===== src/rtl/pulse_cmd_pkg.sv =====
// Shared types and constants for the pulse command issuer slice.
package pulse_cmd_pkg;

  localparam int unsigned CODE_W = 3;

  localparam logic [CODE_W-1:0] CODE_NONE = 3'd0;

  typedef enum logic [1:0] {
    PC_IDLE,
    PC_WAIT_HI,
    PC_WAIT_LO
  } pc_state_t;

endpackage


===== src/rtl/pulse_cmd_fifo.sv =====
// Show-ahead synchronous FIFO holding pending command codes.
// Pushes are ignored when full and pops are ignored when empty.
module pulse_cmd_fifo
  import pulse_cmd_pkg::*;
#(
  parameter int unsigned DEPTH = 4
) (
  input  logic                     clk,
  input  logic                     rst,
  input  logic                     push,
  input  logic                     pop,
  input  logic [CODE_W-1:0]        din,
  output logic [CODE_W-1:0]        dout,
  output logic                     full,
  output logic                     empty,
  output logic [$clog2(DEPTH):0]   count
);

  localparam int unsigned AW = $clog2(DEPTH);

  logic [CODE_W-1:0] mem_q [DEPTH];
  logic [AW-1:0]     wr_ptr_q, wr_ptr_d;
  logic [AW-1:0]     rd_ptr_q, rd_ptr_d;
  logic [AW:0]       count_q, count_d;
  logic              do_push, do_pop;

  assign full  = (count_q == (AW+1)'(DEPTH));
  assign empty = (count_q == '0);
  assign count = count_q;
  assign dout  = mem_q[rd_ptr_q];

  // Pointer and occupancy next-state; pointers wrap naturally at DEPTH.
  always_comb begin
    do_push  = push && !full;
    do_pop   = pop && !empty;
    wr_ptr_d = wr_ptr_q;
    rd_ptr_d = rd_ptr_q;
    count_d  = count_q;
    if (do_push) wr_ptr_d = wr_ptr_q + AW'(1);
    if (do_pop)  rd_ptr_d = rd_ptr_q + AW'(1);
    case ({do_push, do_pop})
      2'b10:   count_d = count_q + (AW+1)'(1);
      2'b01:   count_d = count_q - (AW+1)'(1);
      default: count_d = count_q;
    endcase
  end

  // Pointer and occupancy registers.
  always_ff @(posedge clk) begin
    if (rst) begin
      wr_ptr_q <= '0;
      rd_ptr_q <= '0;
      count_q  <= '0;
    end else begin
      wr_ptr_q <= wr_ptr_d;
      rd_ptr_q <= rd_ptr_d;
      count_q  <= count_d;
    end
  end

  // Storage array; contents need no reset since occupancy gates reads.
  always_ff @(posedge clk) begin
    if (do_push) mem_q[wr_ptr_q] <= din;
  end

endmodule


===== src/rtl/pulse_cmd_issuer.sv =====
// Buffers 3-bit commands and issues each as a single-cycle pulse into a
// fast-to-slow pulse synchronizer, tracking its busy flag through rise and
// fall. Optional wait-state watchdog: define PULSE_CMD_ISSUER_TIMEOUT_EN.
module pulse_cmd_issuer
  import pulse_cmd_pkg::*;
#(
  parameter int unsigned DEPTH   = 4,
  parameter int unsigned TIMEOUT = 15
) (
  input  logic                     clk,
  input  logic                     rst,
  input  logic                     req_valid,
  input  logic [CODE_W-1:0]        req_code,
  output logic                     req_ready,
  input  logic                     busy,
  output logic [CODE_W-1:0]        sig_3bit,
  output logic [$clog2(DEPTH):0]   pending,
  output logic                     idle,
  output logic                     err_timeout
);

  pc_state_t             state_q, state_d;
  logic [CODE_W-1:0]     sig_q, sig_d;
  logic                  fifo_push, fifo_pop;
  logic                  fifo_full, fifo_empty;
  logic [CODE_W-1:0]     fifo_head;
  logic [$clog2(DEPTH):0] fifo_count;
  logic                  wd_expire;
  logic                  wd_fire;

  assign fifo_push = req_valid && !fifo_full && (req_code != CODE_NONE);

  pulse_cmd_fifo #(
    .DEPTH (DEPTH)
  ) u_fifo (
    .clk   (clk),
    .rst   (rst),
    .push  (fifo_push),
    .pop   (fifo_pop),
    .din   (req_code),
    .dout  (fifo_head),
    .full  (fifo_full),
    .empty (fifo_empty),
    .count (fifo_count)
  );

  assign req_ready = !fifo_full;
  assign pending   = fifo_count;
  assign sig_3bit  = sig_q;
  assign idle      = (state_q == PC_IDLE) && (fifo_count == '0);

  // Issue/handshake FSM: pulse the head once, then follow busy high and low.
  always_comb begin
    state_d  = state_q;
    sig_d    = CODE_NONE;
    fifo_pop = 1'b0;
    wd_fire  = 1'b0;
    unique case (state_q)
      PC_IDLE: begin
        if (!fifo_empty && !busy) begin
          sig_d    = fifo_head;
          fifo_pop = 1'b1;
          state_d  = PC_WAIT_HI;
        end
      end
      PC_WAIT_HI: begin
        if (busy) begin
          state_d = PC_WAIT_LO;
        end else if (wd_expire) begin
          state_d = PC_IDLE;
          wd_fire = 1'b1;
        end
      end
      PC_WAIT_LO: begin
        if (!busy) begin
          state_d = PC_IDLE;
        end else if (wd_expire) begin
          state_d = PC_IDLE;
          wd_fire = 1'b1;
        end
      end
      default: state_d = PC_IDLE;
    endcase
  end

  // State and pulse output registers.
  always_ff @(posedge clk) begin
    if (rst) begin
      state_q <= PC_IDLE;
      sig_q   <= CODE_NONE;
    end else begin
      state_q <= state_d;
      sig_q   <= sig_d;
    end
  end

`ifdef PULSE_CMD_ISSUER_TIMEOUT_EN
  localparam int unsigned CNT_W =
    ($clog2(TIMEOUT + 1) > 4) ? $clog2(TIMEOUT + 1) : 4;

  logic [CNT_W-1:0] cnt_q, cnt_d;
  logic             err_q, err_d;

  // Expiry fires on the edge at which the counter would reach TIMEOUT.
  assign wd_expire   = (cnt_q == CNT_W'(TIMEOUT - 1));
  assign err_timeout = err_q;

  // Wait-state age counter; cleared on every state change so each wait
  // state gets its own full budget.
  always_comb begin
    cnt_d = cnt_q;
    err_d = wd_fire;
    if (state_d != state_q) begin
      cnt_d = '0;
    end else if (state_q != PC_IDLE) begin
      cnt_d = cnt_q + CNT_W'(1);
    end
  end

  // Watchdog registers.
  always_ff @(posedge clk) begin
    if (rst) begin
      cnt_q <= '0;
      err_q <= 1'b0;
    end else begin
      cnt_q <= cnt_d;
      err_q <= err_d;
    end
  end
`else
  logic unused_wd;

  assign wd_expire   = 1'b0;
  assign err_timeout = 1'b0;
  assign unused_wd   = ^{TIMEOUT, wd_fire};
`endif

endmodule


===== config.mk =====
export PLATFORM = sky130hd
export DESIGN_NAME = pulse_cmd_issuer
export DESIGN_NICKNAME = d
export VERILOG_FILES = /design/src/rtl/pulse_cmd_pkg.sv /design/src/rtl/pulse_cmd_fifo.sv /design/src/rtl/pulse_cmd_issuer.sv
export SDC_FILE = /design/constraint.sdc
export NUM_CORES = 1
export LEC_CHECK = 0
export ABC_AREA = 1
export CAP_MARGIN = 5
export CORE_MARGIN = 10
export CORE_UTILIZATION = 40
export DETAILED_ROUTE_END_ITERATION = 8
export PLACE_DENSITY = 0.61
export SETUP_SLACK_MARGIN = 0.5
export SYNTH_ARGS = -nofsm -noshare
export SYNTH_HDL_FRONTEND = slang
export SYNTH_SLANG_ARGS = --single-unit

===== constraint.sdc =====
create_clock -name clk -period 1.9 [get_ports clk]
set_input_delay 0.475 -clock clk [delete_from_list [all_inputs] [get_ports clk]]
set_output_delay 0.475 -clock clk [all_outputs]
set_load 0.01 [all_outputs]

**Placement by cell class**

Scale: 6 px per um. Fill, decap, tap and diode cells in gray.
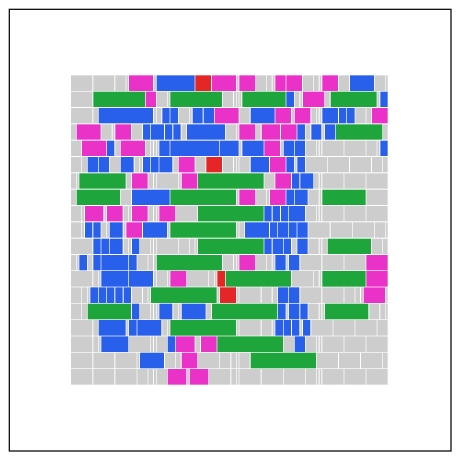
legend:
  clock drivers and dummy loads:
    color: red
    cells: 4
    share_of_their_area: 1.7%
  flops:
    color: green
    cells: 24
    share_of_their_area: 38%
  other buffers and delay cells:
    color: magenta
    cells: 42
    share_of_their_area: 22%
  all other logic:
    color: blue
    cells: 96
    share_of_their_area: 38%

**Clock distribution**

Scale: 8 px per um.
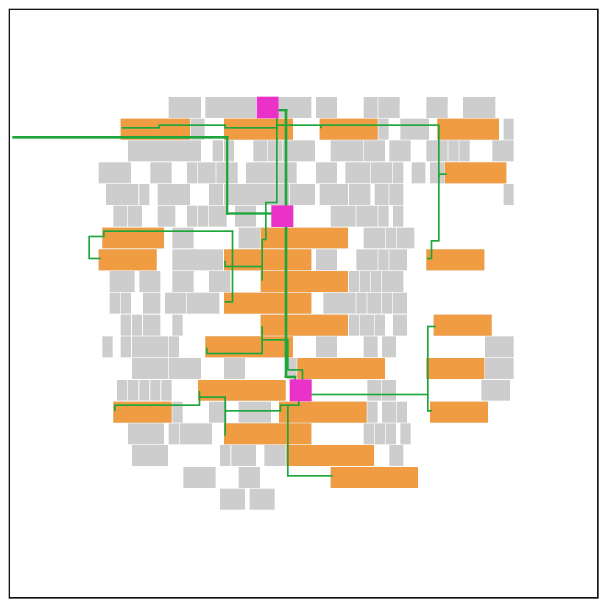
legend:
  cells driving clock nets:
    color: magenta
    count: 3
  clock wires:
    color: green
    length: 302 um
  flip-flops:
    color: orange
    count: 24
routed clock nets: 4

**Track usage over the die**

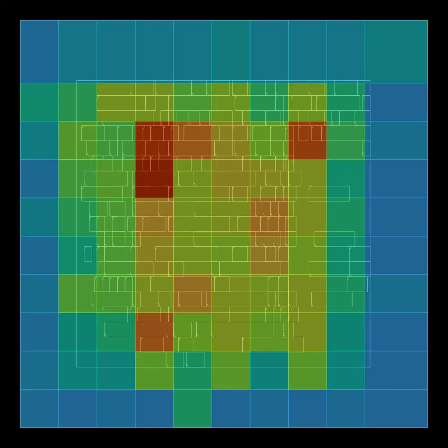
GRT busiest layer: met2
M3 GR Usage: 0.0283
GRT met1 Usage: 0.0924
Avg WL per Cell: 11.2 um

[routing by layer]
layer | vias up | wire length, um | GRT usage
met3 | 5 | 97 | 0.0283
met2 | 11 | 1170 | 0.153
met5 | - | 0 | 0
met4 | 0 | 42 | 0.0455
li1 | 474 | - | -
met1 | 389 | 898 | 0.0924
[placed cells by master (no fill, tap or decap), types with 4 or more instances in the layout]
cell / synthesis / routed
a21oi_1: 7 / 7
buf_4: 1 / 25
buf_6: 1 / 6
dfxtp_1: 12 / 7
dlygate4sd2_1: 0 / 5
edfxtp_1: 12 / 12
ha_1: 5 / 4
inv_1: 14 / 13
inv_2: 6 / 5
nand2_1: 13 / 12
nor2_1: 21 / 16
nor2_4: 1 / 6
o21ai_0: 6 / 6
[layout make-up]
class                      instances  area (um2)
clock buffer                       4        26.3
timing repair buffer              42         349
inverter                          22        96.3
fill                             241        1100
tap                               31        38.8
sequential                        24         612
multi-input combinational         74         508
[report_power, final]
part / leakage, nW / total [mW] / internal (mW) / switching, mW
logic: 0.482 / 0.946 / 0.487 / 0.459
clock network: 0.0150 / 0.235 / 0.0822 / 0.153
registers: 0.211 / 0.722 / 0.642 / 0.0803
total: 0.708 / 1.90 / 1.21 / 0.692
[worst max path at each step]
| stage | slack, ns | end | depth (start not counted) |
|---|---|---|---|
| 4_1_cts | 0.17 | u_fifo.count[2] | 13 |
| 5_1_grt | 0.03 | u_fifo.count[2] | 13 |
| 3_5_place_dp | -0.42 | u_fifo.count[2] | 12 |
| 6_report | 0.19 | u_fifo.count[2] | 13 |
| 3_3_place_gp | -0.36 | u_fifo.count[2] | 12 |
| 2_1_floorplan | 0.13 | u_fifo.count[2] | 11 |
==> run summary <==
run metrics: outcome=finished clean, crit path time final=1.71 ns, Post-synth EDFFs=12, Unique masters post-synth=25, Avg Cell Area, Syn=9.34 um2, Setup WS pre-CTS=-0.420 ns, Reg2Reg Depth=13, Core Util, Final=0.596, grt ovf=0, Area Growth Syn to Fin=43.0%, part of the cycle the worst path needs=0.901, Worst Setup End Kind=flip-flop, Hold Fails Final Rpt=0, crit path kind=flip-flop to flip-flop, Max Slew Vio Count=0, FF-to-FF Start=state_q[1], TritonCTS buffer count=3, clk buf depth=2, Synth top cell by count=nor2_1, I/O pin total=16, Buf/Inv on CP=4, max incr delay on CP=0.35 ns, yosys warns=0, ant diodes=0, number of flip-flops in the largest register=12, RSZ-0062 raised after global routing=true, DR pass1 iterations=4, placed cell area=0.00141 mm2, Reg with most FFs=u_fifo.mem_q, CTS resizes=48, cts hold-fix bufs=0, Total Wirelength=2200 um, synthesized cell area=~0.0011 mm2, worst hold start=state_q[1], row count=19, XOR/XNOR Area Share=0, FP Util=0.417, Async S/R FF share, synth=0, Syn Inst Count=122, Leak=0.708 nW, via count=around 880, post-route design area=roughly 0.0016 mm2, slack of the critical path=0.189 ns, share of layout cells above drive strength 1=0.404, vias in the first global route=910, Synth Seq Share=0.527, Routed Antenna Nets=0, Final HPWL DP=1680 um, WHS Path Cells=1, Die W=73.4 um, chip height=73.4 um, Max-area cell share=0.316, # Post-CTS Setup Buffers=10, critical path cell sequence=inv_2 -> nand2_4 -> nor2_4 -> nand2_4 -> clkinv_4 -> ha_4 -> inv_2 -> fa_2 -> or2_1 -> nand3_1 -> nand2_1 -> inv_1 -> nor2_1, critical-path maximum fanout=3, largest net degree at the start of global routing=14, overall power=1.90 mW, first-pass GRT wire length=3800 um, top cells by area=edfxtp_1 32%, dfxtp_1 21%, nor2_1 6.9%, initial antenna violation count=0, hold worst-path end=state_q[1], CTS Sinks=24, top cells by count=21 x nor2_1, 14 x inv_1, 13 x nand2_1, H-tree Lvls=1, OpenROAD warning count=32, Placed Instances=approximately 180, clk latency late pin=0.32 ns, CP Launch Type=flip-flop, and+or+nand+nor area frac=0.227, dominant kind of combinational cell=simple AND/OR/NAND/NOR gates, mux share=0, Largest delay share family, worst path=simple AND/OR/NAND/NOR gates, worst r2r dst=u_fifo.count[2], CTS root buf=clkbuf_4, WP data required=between 2 and 2.5 ns, Adder Area Share=0.0724, Port Buffers=14, routed vias/inst=4.46, core area=approximately 0.0027 mm2, Cell Pwr Density=1170 mW/mm2
Power is estimated from default activity; no workload was simulated.
